Run 1, layout detail:
Region (170, 170) to (190, 190) µm. Cells in grey, sequential cells in the stronger grey; small squares are vias.
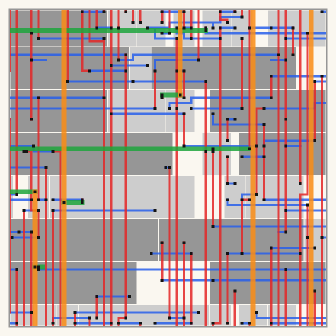
Run 1, placement view:
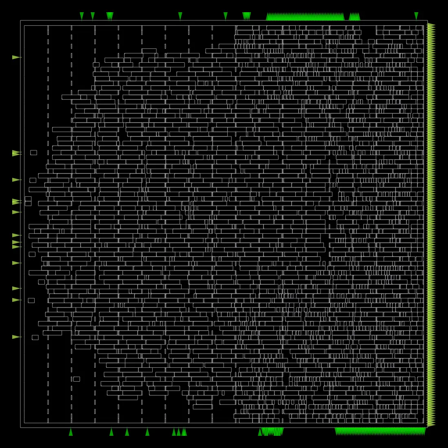
Run 1, sizing map:
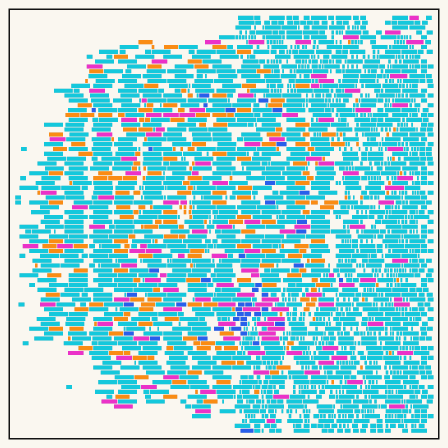
Run 1, I/O pins on the die edge:
The bar under the picture is 50 µm long. Pins as bars across the die edge, other pins in grey.
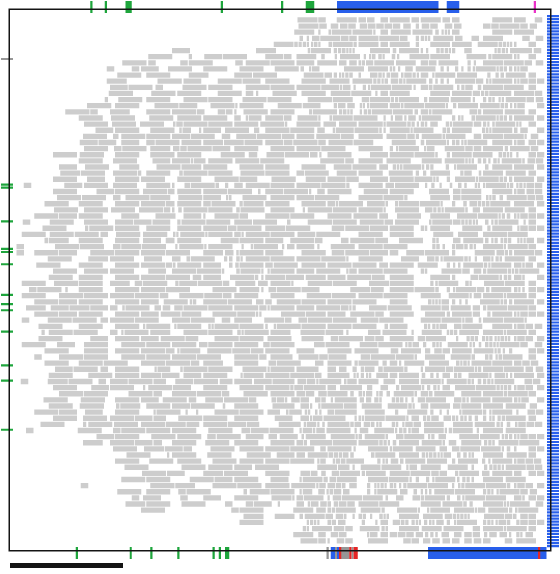
## config.mk

```make
export PLATFORM = sky130hd
export DESIGN_NAME = ray_packet_assembler_flat
export DESIGN_NICKNAME = d
export VERILOG_FILES = /design/src/rtl/ray_packet_assembler_if.sv /design/src/rtl/ray_packet_assembler.sv /design/src/flat_wrapper.sv
export SDC_FILE = /design/constraint.sdc
export NUM_CORES = 1
export LEC_CHECK = 0
export CAP_MARGIN = 20
export CORE_MARGIN = 2
export CORE_UTILIZATION = 56
export DETAILED_ROUTE_END_ITERATION = 10
export GPL_ROUTABILITY_DRIVEN = 0
export GPL_TIMING_DRIVEN = 0
export HOLD_SLACK_MARGIN = 0.05
export PLACE_DENSITY = 0.79
export SYNTH_ARGS = -nofsm -noshare
export SYNTH_HDL_FRONTEND = slang
export SYNTH_SLANG_ARGS = --single-unit
export TNS_END_PERCENT = 1
```

## constraint.sdc

```tcl
create_clock -name iClock -period 3.45 [get_ports iClock]
set_input_delay 0.69 -clock iClock [delete_from_list [all_inputs] [get_ports iClock]]
set_output_delay 0.69 -clock iClock [all_outputs]
set_load 0.005 [all_outputs]
```

## src/rtl/ray_packet_assembler_if.sv

```systemverilog
// Bus bundle between the ray generation stage, the packet assembler and the
// downstream traversal stage: push side, packet handshake and FIFO status.
interface ray_packet_assembler_if #(
  parameter int WORD_WIDTH    = 32,
  parameter int DEPTH         = 16,
  parameter int WORDS_PER_RAY = 9
);
  localparam int CW = $clog2(DEPTH) + 1;

  logic                                iEnable;
  logic                                iClear;
  logic                                iPush;
  logic [WORD_WIDTH-1:0]               iData;
  logic                                oFull;
  logic [CW-1:0]                       oCount;
  logic                                oOverflow;
  logic                                oRayValid;
  logic                                iRayReady;
  logic [WORDS_PER_RAY*WORD_WIDTH-1:0] oRayData;

  // Assembler side
  modport slave (
    input  iEnable, iClear, iPush, iData, iRayReady,
    output oFull, oCount, oOverflow, oRayValid, oRayData
  );

  // Producer / consumer side
  modport master (
    output iEnable, iClear, iPush, iData, iRayReady,
    input  oFull, oCount, oOverflow, oRayValid, oRayData
  );
endinterface

```

## src/rtl/ray_packet_assembler.sv

```systemverilog
// Ray packet assembler: a word FIFO fed by the ray generation stage, drained
// one word per cycle into a WORDS_PER_RAY-word packet that is held until the
// traversal stage accepts it. Words pass through untouched.
module ray_packet_assembler #(
  parameter int WORD_WIDTH    = 32,
  parameter int DEPTH         = 16,
  parameter int WORDS_PER_RAY = 9
) (
  input  logic                   iClock,
  input  logic                   iReset,
  ray_packet_assembler_if.slave  bus
);
  localparam int AW = $clog2(DEPTH);
  localparam int CW = AW + 1;
  localparam int IW = (WORDS_PER_RAY > 1) ? $clog2(WORDS_PER_RAY) : 1;
  localparam int PW = WORDS_PER_RAY * WORD_WIDTH;

  localparam logic [CW-1:0] DEPTH_C    = CW'(DEPTH);
  localparam logic [IW-1:0] IDX_LAST_C = IW'(WORDS_PER_RAY - 1);

  typedef enum logic [0:0] {
    COLLECT = 1'b0,
    HOLD    = 1'b1
  } state_t;

  state_t                state_q, state_d;
  logic [IW-1:0]         idx_q, idx_d;
  logic [AW-1:0]         wr_ptr_q, wr_ptr_d;
  logic [AW-1:0]         rd_ptr_q, rd_ptr_d;
  logic [CW-1:0]         count_q, count_d;
  logic                  overflow_q, overflow_d;
  logic                  valid_q, valid_d;
  logic [PW-1:0]         ray_q, ray_d;
  logic [WORD_WIDTH-1:0] mem_q [DEPTH];

  logic                  full_s;
  logic                  push_ok_s;
  logic                  pop_s;
  logic [WORD_WIDTH-1:0] head_s;

  // FIFO status and the push/pop decisions taken from pre-edge state
  always_comb begin
    full_s    = (count_q == DEPTH_C);
    push_ok_s = bus.iPush && !full_s;
    pop_s     = (state_q == COLLECT) && bus.iEnable && (count_q != CW'(0));
    head_s    = mem_q[rd_ptr_q];
  end

  // Next-state logic for FIFO pointers, occupancy, packet FSM and packet slots
  always_comb begin
    state_d    = state_q;
    idx_d      = idx_q;
    wr_ptr_d   = wr_ptr_q;
    rd_ptr_d   = rd_ptr_q;
    count_d    = count_q;
    overflow_d = overflow_q;
    valid_d    = valid_q;
    ray_d      = ray_q;

    if (bus.iClear) begin
      // Flush wins over any push or pop this cycle
      state_d    = COLLECT;
      idx_d      = IW'(0);
      wr_ptr_d   = AW'(0);
      rd_ptr_d   = AW'(0);
      count_d    = CW'(0);
      overflow_d = 1'b0;
      valid_d    = 1'b0;
    end else begin
      if (push_ok_s) begin
        wr_ptr_d = wr_ptr_q + AW'(1);
      end else if (bus.iPush) begin
        overflow_d = 1'b1;
      end else begin
        overflow_d = overflow_q;
      end

      case ({push_ok_s, pop_s})
        2'b10:   count_d = count_q + CW'(1);
        2'b01:   count_d = count_q - CW'(1);
        default: count_d = count_q;
      endcase

      case (state_q)
        COLLECT: begin
          if (pop_s) begin
            rd_ptr_d = rd_ptr_q + AW'(1);
            for (int k = 0; k < WORDS_PER_RAY; k++) begin
              if (idx_q == IW'(k)) begin
                ray_d[k*WORD_WIDTH +: WORD_WIDTH] = head_s;
              end else begin
                ray_d[k*WORD_WIDTH +: WORD_WIDTH] = ray_q[k*WORD_WIDTH +: WORD_WIDTH];
              end
            end
            if (idx_q == IDX_LAST_C) begin
              idx_d   = IW'(0);
              state_d = HOLD;
              valid_d = 1'b1;
            end else begin
              idx_d = idx_q + IW'(1);
            end
          end else begin
            idx_d = idx_q;
          end
        end
        HOLD: begin
          // Packet stays put until the traversal stage takes it
          if (bus.iRayReady) begin
            state_d = COLLECT;
            valid_d = 1'b0;
          end else begin
            state_d = HOLD;
          end
        end
        default: begin
          state_d = COLLECT;
          valid_d = 1'b0;
        end
      endcase
    end
  end

  // Control and packet registers with asynchronous reset
  always_ff @(posedge iClock or negedge iReset) begin
    if (!iReset) begin
      state_q    <= COLLECT;
      idx_q      <= IW'(0);
      wr_ptr_q   <= AW'(0);
      rd_ptr_q   <= AW'(0);
      count_q    <= CW'(0);
      overflow_q <= 1'b0;
      valid_q    <= 1'b0;
      ray_q      <= PW'(0);
    end else begin
      state_q    <= state_d;
      idx_q      <= idx_d;
      wr_ptr_q   <= wr_ptr_d;
      rd_ptr_q   <= rd_ptr_d;
      count_q    <= count_d;
      overflow_q <= overflow_d;
      valid_q    <= valid_d;
      ray_q      <= ray_d;
    end
  end

  // FIFO storage write; contents are don't-care after reset or flush
  always_ff @(posedge iClock) begin
    if (push_ok_s && !bus.iClear) begin
      mem_q[wr_ptr_q] <= bus.iData;
    end
  end

  assign bus.oFull     = full_s;
  assign bus.oCount    = count_q;
  assign bus.oOverflow = overflow_q;
  assign bus.oRayValid = valid_q;
  assign bus.oRayData  = ray_q;
endmodule

```

## src/flat_wrapper.sv

```systemverilog
// flat-port wrapper written by rule: the top's interface ports become plain ports
module ray_packet_assembler_flat 
#(
  parameter int WORD_WIDTH    = 32,
  parameter int DEPTH         = 16,
  parameter int WORDS_PER_RAY = 9
)
  (iClock, iReset, bus_iEnable, bus_iClear, bus_iPush, bus_iData, bus_iRayReady, bus_oFull, bus_oCount, bus_oOverflow, bus_oRayValid, bus_oRayData);
  ray_packet_assembler_if #(.WORD_WIDTH(WORD_WIDTH), .DEPTH(DEPTH), .WORDS_PER_RAY(WORDS_PER_RAY)) bus_i ();
  input  logic iClock;
  input  logic iReset;
  input wire logic [$bits(bus_i.iEnable)-1:0] bus_iEnable;
  input wire logic [$bits(bus_i.iClear)-1:0] bus_iClear;
  input wire logic [$bits(bus_i.iPush)-1:0] bus_iPush;
  input wire logic [$bits(bus_i.iData)-1:0] bus_iData;
  input wire logic [$bits(bus_i.iRayReady)-1:0] bus_iRayReady;
  output wire logic [$bits(bus_i.oFull)-1:0] bus_oFull;
  output wire logic [$bits(bus_i.oCount)-1:0] bus_oCount;
  output wire logic [$bits(bus_i.oOverflow)-1:0] bus_oOverflow;
  output wire logic [$bits(bus_i.oRayValid)-1:0] bus_oRayValid;
  output wire logic [$bits(bus_i.oRayData)-1:0] bus_oRayData;
  assign bus_i.iEnable = bus_iEnable;
  assign bus_i.iClear = bus_iClear;
  assign bus_i.iPush = bus_iPush;
  assign bus_i.iData = bus_iData;
  assign bus_i.iRayReady = bus_iRayReady;
  assign bus_oFull = bus_i.oFull;
  assign bus_oCount = bus_i.oCount;
  assign bus_oOverflow = bus_i.oOverflow;
  assign bus_oRayValid = bus_i.oRayValid;
  assign bus_oRayData = bus_i.oRayData;
  ray_packet_assembler #(.WORD_WIDTH(WORD_WIDTH), .DEPTH(DEPTH), .WORDS_PER_RAY(WORDS_PER_RAY)) u_core (.iClock(iClock), .iReset(iReset), .bus(bus_i));
endmodule
```

==> impl_metrics.csv, run 1 <==
group,metric,value,unit
outcome,status,"finished, final reports clean",
route,vias,19100,
pwr,power_frac_clock,33.1,%
sta,tns,0,ns
pwr,leakage,13.9,nW
floorplan,ios,334,
grt,first_global_vias,19200,
grt,grt_usage,29.5,%
floorplan,die_area,57400,µm²
min_path,hold_path_class,"in2async",
logic_synthesis,ys_cells,1893,
route,first_pass_iters,7,
route,wl,84200,µm
pwr,comb_power_share,21.0,%
clock_network,path_clk_slew,0.07,ns
clock_network,cts.path.max_buffers,3,
place,place_area,36000,µm²
logic_synthesis,yosysMostFrequentCell,"edfxtp_1",
clock_network,cts_tree,"done",
sta,rsz0062_at_grt,"no",
logic_synthesis,synth_top_flop_cell,"edfxtp_1",
## Picture notes: 'layout detail'
[met3] green
[met1] blue
[met2] red
[met4] orange
most frequent: dfrtp_1 (8), o21ai_0 (7), nand2_1 (6)
netlist names of flops here include: u_core.bus.oRayData (8), u_core.mem_q (3)
sequential cells in the window: 11
cells with their middle in the window: 33

## Picture notes: 'placement view'
row count: 86
Flops: 820

## Picture notes: 'sizing map'
[drive 2] orange | cells: 234 | share: 9.8%
[drive 1 or less] cyan | cells: 1992 | share: 83%
[drive 6 and up] magenta | cells: 119 | share: 5.0%
[drive 3 to 4] blue | cells: 43 | share: 1.8%
post-layout instance area: 38500 µm²
Area Overhead vs Synth: 23.9%
Non-clk bufs: 456
final worst-path setup slack: 0.191 ns

## Picture notes: 'I/O pins on the die edge'
[iReset] magenta | pins: 1 | direction: input | edge: top
[bus_oRayData] blue | pins: 288 | direction: output | edge: 174 right, 59 bottom, 55 top
[bus_iData] green | pins: 32 | direction: input | edge: 13 left, 11 top, 8 bottom
[bus_oCount] red | pins: 5 | direction: output | edge: bottom
PortBufs: 332
Die Span X: 240 µm
die y size: 240 µm

[run 1: logic make-up after synthesis]
group / Yosys count / share of synthesized area (%)
xor gates and xnor gates: 10 / 0.282
and+or+nand+nor: 401 / 5.27
muxes: 198 / 11.6
AOI/OAI and AO/OA: 340 / 6.51
adders and majority gates: 11 / 0.442
buffers and inverters: 113 / 1.64
DFF: 820 / 74.2
[run 1: state kept, by name, summed over array words and instances, names as in the netlist]
| signal | count |
|---|---|
| u_core.idx_q | 4 |
| u_core.wr_ptr_q | 4 |
| u_core.bus.oCount | 5 |
| u_core.bus.oOverflow | 1 |
| u_core.mem_q | 512 |
| u_core.rd_ptr_q | 4 |
| u_core.bus.oRayValid | 1 |
| u_core.state_q | 1 |
| u_core.bus.oRayData | 288 |
[run 1: worst max-delay path: cells and delay by family (launching register included)]
| family | cells | cell delay (ns) |
|---|---|---|
| muxes | 1 | 0.38 |
| buffers and inverters | 2 | 1.19 |
| DFF | 1 | 0.40 |
| and+or+nand+nor | 1 | 0.10 |
| AOI/OAI and AO/OA | 2 | 0.99 |
[run 1: layer usage]
layer	part of all wire (%)	wire length (µm)	track usage [%]	up-vias
met5	0.048	40	0	-
met1	37	31100	38.2	9906
met4	3.4	2870	11.4	6
li1	-	-	-	7952
met2	50	42200	49.5	1109
met3	9.5	7990	6.07	174
[run 1: area by class of cell]
class | instances | area, µm² | share of cell area [%]
antenna | 4 | 10.0 | 0.0260
clock inverter | 34 | 254 | 0.659
inverter | 8 | 30.0 | 0.0779
tap | 748 | 936 | 2.43
buffer | 105 | 479 | 1.24
multi-input combinational | 960 | 7630 | 19.8
timing repair buffer | 351 | 3840 | 9.96
clock buffer | 110 | 2260 | 5.87
sequential | 820 | 23100 | 59.9
[run 1: placed cells by master, fill, tap and decap left out, types with 5 or more instances in the layout]
cell type	netlist	final
edfxtp_1	512	512
clkbuf_1	50	71
a21oi_1	8	8
clkbuf_16	0	85
o21ai_0	269	269
inv_1	8	8
a21oi_2	10	10
nor2_4	0	16
clkdlybuf4s50_1	0	331
a21oi_4	22	22
mux4_2	128	128
clkinv_1	0	7
buf_16	0	18
mux2i_1	38	38
nand2_1	299	299
nor2_1	69	53
clkinv_2	0	17
mux2_2	32	32
ha_1	11	11
buf_1	12	12
nand3_1	6	6
dfrtp_1	308	308
o21ai_1	21	21
buf_2	38	38
xor2_1	7	7
buf_6	5	5
[run 1: worst max-delay path by stage]
stage,slack [ns],endpoint,depth (start not counted),start
final,0.19,u_core.bus.oRayData[129],6,u_core.rd_ptr_q[0]
after global routing,0.08,u_core.bus.oRayData[129],7,u_core.rd_ptr_q[3]
after CTS,0.22,u_core.bus.oRayData[129],7,u_core.rd_ptr_q[3]
after detailed placement,-0.10,u_core.mem_q[15][2],5,bus_iPush
after global placement,-10.64,u_core.bus.oRayData[252],1,iReset
after floorplan,0.33,u_core.mem_q[15][0],3,bus_iPush
[run 1: power groups by stage]
stage | clock network [mW] | registers [mW] | logic, mW
finish | 8.42 | 11.7 | 5.36
global placement | 0 | 11.8 | 5.09
floorplan | 0 | 11.8 | 2.43
detailed placement | 0 | 11.8 | 5.29
CTS | 8.46 | 11.7 | 5.34
global route | 8.86 | 11.7 | 5.67
==> run 2, diff against run 1 <==
--- a/config.mk
+++ b/config.mk
@@ -5,7 +5,6 @@
 export SDC_FILE = /design/constraint.sdc
 export NUM_CORES = 1
 export LEC_CHECK = 0
-export CAP_MARGIN = 20
 export CORE_MARGIN = 2
 export CORE_UTILIZATION = 56
 export DETAILED_ROUTE_END_ITERATION = 10
==> run 2 against run 1 <==
  * Clock-buffer cell count is 2 lower
  * Cell count hardly changed
  * Critical path depth stayed put
  * Non-clock buffer count is 1 lower
  * Wire length is 0.69% higher
  * Power is 0.40% higher
  * Combinational power hardly changed
  * Sequential power hardly changed
  * Via count is 0.13% higher
  * Die size stayed put
  * Largest cell class unchanged
  * Largest power group unchanged
  * Highest routed layer unchanged
==> impl_metrics.csv, run 2 <==
group,metric,value,unit
route,wl,84800,µm
floorplan,die_area,57400,µm²
sta,tns,0,ns
logic_synthesis,yosys_warnings,0,
floorplan,rows,86,
place,post-dp-hpwl,56600,µm
critical_path,crit_path_end,"u_core.bus.oRayData[1]",
floorplan,die_x,240,µm
sta,rsz0062_at_grt,"no",
layout,lay_top_count,"edfxtp_1",
logic_synthesis,numSynthFlops,820,
clock_network,cts.path.max_buffers,3,
min_path,hold_path_class,"in2async",
critical_path,reg2reg_from,"u_core.rd_ptr_q[0]",
layout,lay_top_cells,"edfxtp_1, clkdlybuf4s50_1, dfrtp_1, nand2_1, o21ai_0",
layout,largest_reg_flops,512,
grt,first_global_vias,19400,
layout,top_register,"u_core.mem_q",
logic_synthesis,ys_cells,1893,
route,vias_per_cell,6.11,
route,wl_per_cell,27.0,µm
clock_network,path_clk_slew,0.06,ns
pwr,leakage,13.9,nW
sta,worst_slack,0.210,ns
clock_network,cts-hold-fix-buffers,0,
critical_path,crit_start,"u_core.rd_ptr_q[0]",
logic_synthesis,yosys_area,31100,µm²
layout,syn2layout_area_growth,23.9,%
route,vias,19200,
outcome,status,"finished, final reports clean",
-- run 2: cell types whose count changed in the layout (fill, tap and decap cells not counted), sizes merged --
cell    delta
clkbuf     -2
bufinv     +1
buf        -1
clkinv     +1
diode      -1
inv        +1
-- run 2: power breakdown --
| group | switching [mW] | total (mW) | internal, mW | leakage, nW |
|---|---|---|---|---|
| clock network | 3.63 | 8.49 | 4.86 | 1.24 |
| logic | 3.07 | 5.39 | 2.32 | 3.84 |
| registers | 0.494 | 11.7 | 11.2 | 8.78 |
| total | 7.19 | 25.6 | 18.4 | 13.9 |
-- run 2: cell families (layout without fill, tap and decap cells) --
logic type	count (synthesis)	after routing	synth area share (%)
flip-flops	820	820	74.2
XOR/XNOR	10	10	0.282
adder cells (fa/ha/maj)	11	11	0.442
multiplexers	198	198	11.6
buffers and inverters	113	608	1.64
AND-OR/OR-AND	340	340	6.51
AND/OR/NAND/NOR	401	401	5.27
other	0	3	0
-- run 2: how the worst min path moves through the flow --
| stage | start | to | slack [ns] |
|---|---|---|---|
| 2_1_floorplan | iReset | u_core.bus.oCount[0] | 0.39 |
| 3_3_place_gp | u_core.bus.oRayData[143] | u_core.bus.oRayData[143] | 0.46 |
| 3_5_place_dp | u_core.bus.oRayData[95] | u_core.bus.oRayData[95] | 0.47 |
| 4_1_cts | iReset | u_core.bus.oRayData[168] | 0.05 |
| 5_1_grt | iReset | u_core.bus.oRayData[169] | 0.08 |
| 6_report | iReset | u_core.bus.oRayData[195] | 0.04 |
-- run 2: per-stage QoR --
step	cells	hold slack, ns	cell area [µm²]
6_report	3139	0.0425	38500
5_1_grt	3138	0.0810	38500
4_1_cts	3136	0.0519	38500
3_5_place_dp	2991	0.469	36000
3_3_place_gp	2973	0.461	35400
2_1_floorplan	1893	0.394	31100
-- run 2: area by class of cell --
type	instances	area, µm²	area share (%)
clock buffer	108	2240	5.82
tap	748	936	2.43
sequential	820	23100	59.9
multi-input combinational	960	7630	19.8
buffer	105	479	1.24
clock inverter	37	297	0.770
antenna	3	7.51	0.0195
inverter	8	30.0	0.0779
timing repair buffer	350	3820	9.92
-- run 2: per-layer routing --
layer	GRT usage [%]	up-vias	wire (µm)
li1	-	7945	-
met1	37.9	9954	31100
met2	49.9	1069	42200
met3	6.94	200	8040
met4	13.0	4	3400
met5	0	-	27
-- run 2: worst max-delay path, cell delays in order (launching register included) --
cell and delay, ns:
dfrtp_1 0.41, clkbuf_1 0.54, clkbuf_1 0.70, mux2i_1 0.35, nor2_1 0.09, a21oi_2 0.68, o21ai_0 0.27
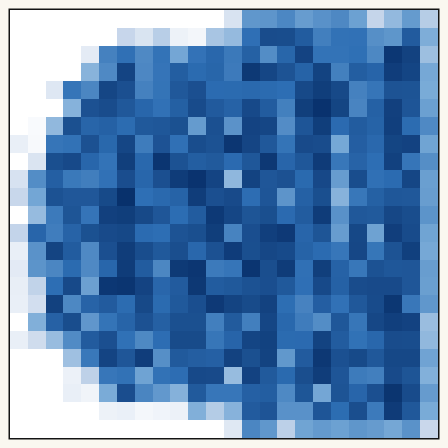
Run 2: cell density map
24 x 24 tiles, from white (low) to dark blue (high), 0 to 100% covered.
densest ninth of the die: middle
mean over tiles: 65%
nearly empty tiles: 11%
fullest tile: 100%
core box area: 55000 µm²
final core utilization: 70.1%
fp util: 56.6%

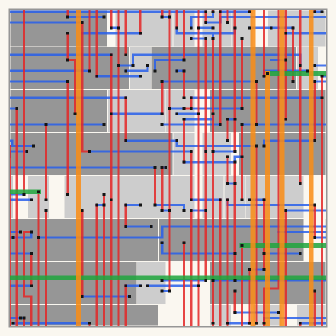
Run 2: layout detail
Region (170, 170) to (190, 190) µm. Cells in grey, sequential cells in the stronger grey; small squares are vias.
[met1] blue
[met4] orange
[met2] red
[met3] green
netlist names of flops here include: u_core.bus.oRayData (8), u_core.mem_q (4)
sequential cells in the window: 12
cells with their middle in the window: 31
most frequent: dfrtp_1 (8), nand2_1 (7), o21ai_0 (5)

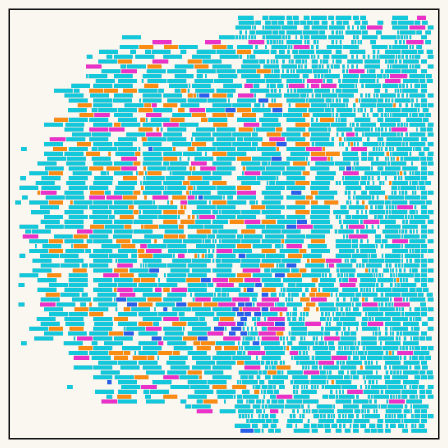
Run 2: sizing map
[drive 3 to 4] blue | cells: 44 | share: 1.8%
[drive 2] orange | cells: 230 | share: 9.6%
[drive 1 or less] cyan | cells: 1993 | share: 83%
[drive 6 and up] magenta | cells: 121 | share: 5.1%

==> run 3, diff against run 2 <==
--- a/config.mk
+++ b/config.mk
@@ -5,8 +5,8 @@
 export SDC_FILE = /design/constraint.sdc
 export NUM_CORES = 1
 export LEC_CHECK = 0
-export CORE_MARGIN = 2
 export CORE_UTILIZATION = 56
+export CTS_CLUSTER_SIZE = 30
 export DETAILED_ROUTE_END_ITERATION = 10
 export GPL_ROUTABILITY_DRIVEN = 0
 export GPL_TIMING_DRIVEN = 0
==> run 3 against run 2 <==
  * Combinational power about the same
  * Area after synthesis unchanged
  * Core utilization increased by 0.30 points
  * Critical path depth increased by 1
  * Power increased by 1.8%
  * Clock-buffer cell count increased by 1
  * Clock power increased by 5.4%
  * Critical path type unchanged
  * Critical endpoint is now u_core.bus.oRayData[225]
  * Highest routed layer unchanged
==> impl_metrics.csv, run 3 <==
group,metric,value,unit
layout,lay_top_count,"edfxtp_1",
critical_path,cp_cell_sequence,"buf_2 -> buf_1 -> mux4_2 -> mux2i_1 -> nor2_1 -> a21oi_2 -> o21ai_0",
route,wl,85500,µm
layout,syn2layout_area_growth,24.4,%
logic_synthesis,yosys_warnings,0,
floorplan,fp-utilization,56.6,%
floorplan,die_area,56500,µm²
critical_path,cp_slowest_stage_delay,0.73,ns
logic_synthesis,ys_top_cells_by_count,"edfxtp_1, dfrtp_1, nand2_1",
min_path,hold_path_class,"reg2reg",
critical_path,crit_family,"AND-OR/OR-AND gates",
place,place_inst,2991,
critical_path,slowest_stage,"a21oi_2",
logic_synthesis,numSynthFlops,820,
outcome,status,"finished, final reports clean",
layout,lay_top_cells,"edfxtp_1, clkdlybuf4s50_1, dfrtp_1, nand2_1, o21ai_0",
layout,top_register,"u_core.mem_q",
place,place_area,36000,µm²
route,vias,19300,
pwr,leakage,14.0,nW
place,post-dp-hpwl,56700,µm
grt,first_global_vias,19900,
critical_path,path_buffers,2,
layout,largest_reg_flops,512,
floorplan,rows,86,
logic_synthesis,ys_cells,1893,
critical_path,reg2reg_from,"u_core.rd_ptr_q[3]",
logic_synthesis,yosys_area,31100,µm²
clock_network,path_clk_slew,0.07,ns
sta,rsz0062_at_grt,"no",
route,wl_per_cell,27.2,µm
floorplan,design.core.area,55000,µm²
logic_synthesis,yosysMostFrequentCell,"edfxtp_1",
sta,tns,0,ns
route,vias_per_cell,6.14,
clock_network,cts.path.max_buffers,3,
sta,setup_viol_count_final,0,
run 3: netlist changes by cell type in the layout (fill, tap and decap cells not counted), sizes merged:
cell         before  now
diode             3    2
dlygate4sd3       0    1
clkinvlp          5    2
clkinv           25   26
clkbuf          158  159
bufinv            4    8
run 3: cell type report:
class / instances / area, µm² / share of cell area [%]
clock buffers: 109 / 2300 / 5.94
diodes: 2 / 5.00 / 0.0129
well taps: 748 / 936 / 2.42
flip-flops and latches: 820 / 23100 / 59.7
inverters: 8 / 30.0 / 0.0776
multi-input cells: 960 / 7630 / 19.7
repair buffers: 351 / 3830 / 9.89
plain buffers: 105 / 479 / 1.24
clock inverters: 39 / 402 / 1.04
run 3: kinds of logic (layout without fill, tap and decap cells):
kind of cell	after synthesis	count (layout)	share of synthesized area, %
other cells	0	2	0
buf+inv	113	612	1.64
xor+xnor	10	10	0.282
simple gates	401	401	5.27
fa+ha+maj	11	11	0.442
compound gates	340	340	6.51
mux	198	198	11.6
flops	820	820	74.2
run 3: tightest hold or removal path: cells and delay by family, from the launching register on:
kind            cells  cell delay, ns
compound gates      1            0.06
flops               1            0.34
simple gates        1            0.05
run 3: what timing repair did:
| item | in CTS | in global routing |
|---|---|---|
| resized | 0 | 0 |
| hold endpoints to repair | 46 | 0 |
| hold buffers | 1 | 0 |
run 3: power breakdown:
| part | total (mW) | internal [mW] | leakage (nW) | switching, mW |
|---|---|---|---|---|
| registers | 11.7 | 11.2 | 8.78 | 0.497 |
| logic | 5.39 | 2.32 | 3.84 | 3.07 |
| clock network | 8.95 | 5.28 | 1.33 | 3.67 |
| total | 26.0 | 18.8 | 14.0 | 7.24 |
run 3: how the worst max path moves through the flow:
stage                       start                  endpoint  slack [ns]  depth (start not counted)
2_1_floorplan           bus_iPush       u_core.mem_q[15][0]        0.33                          3
3_3_place_gp               iReset  u_core.bus.oRayData[284]      -10.75                          1
3_5_place_dp            bus_iPush        u_core.mem_q[7][3]       -0.22                          5
4_1_cts        u_core.rd_ptr_q[3]  u_core.bus.oRayData[225]        0.12                          7
5_1_grt        u_core.rd_ptr_q[3]    u_core.bus.oRayData[1]        0.03                          7
6_report       u_core.rd_ptr_q[3]  u_core.bus.oRayData[225]        0.09                          7
run 3: metal layers:
metal,share of wire [%],global-route usage (%)
met5,0.053,0
met2,50,51.4
met1,37,39.6
met4,3.8,13.0
met3,8.8,6.25
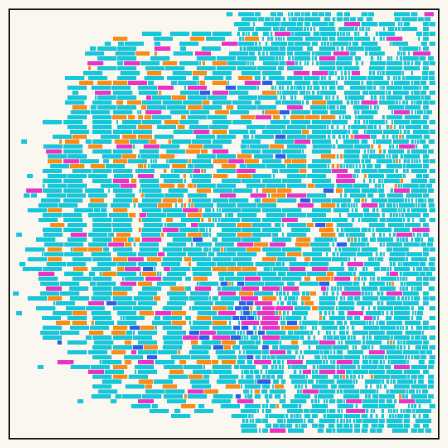
Run 3: sizing map
[drive 6 and up] magenta | cells: 127 | share: 5.3%
[drive 1 or less] cyan | cells: 1991 | share: 83%
[drive 3 to 4] blue | cells: 41 | share: 1.7%
[drive 2] orange | cells: 233 | share: 9.7%
post-layout instance area: 38700 µm²
final worst-path setup slack: 0.0872 ns

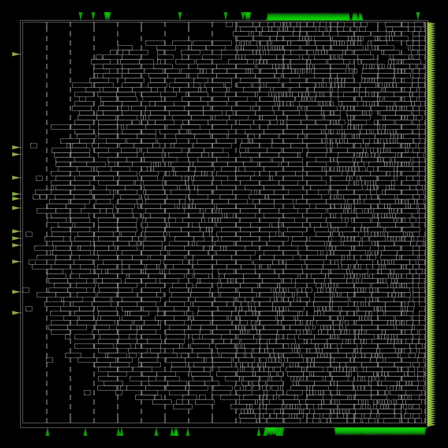
Run 3: placement view
final instance count without filler cells: 3142
tally of filler cells in the layout: 3284
final core utilization: 70.4%

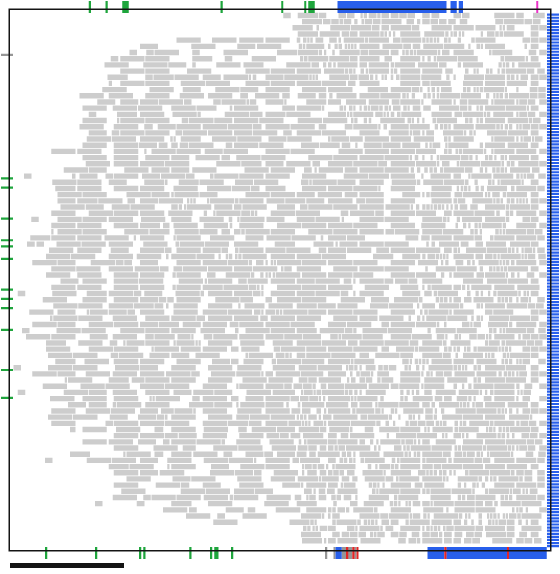
Run 3: I/O pins on the die edge
The bar under the picture is 50 µm long. Pins as bars across the die edge, other pins in grey.
[bus_oCount] red | pins: 5 | direction: output | edge: bottom
[iReset] magenta | pins: 1 | direction: input | edge: top
[bus_oRayData] blue | pins: 288 | direction: output | edge: 173 right, 58 bottom, 57 top
[bus_iData] green | pins: 32 | direction: input | edge: 12 left, 11 top, 9 bottom
Die Span X: 238 µm
die y size: 238 µm

Power is estimated from default activity; no workload was simulated.
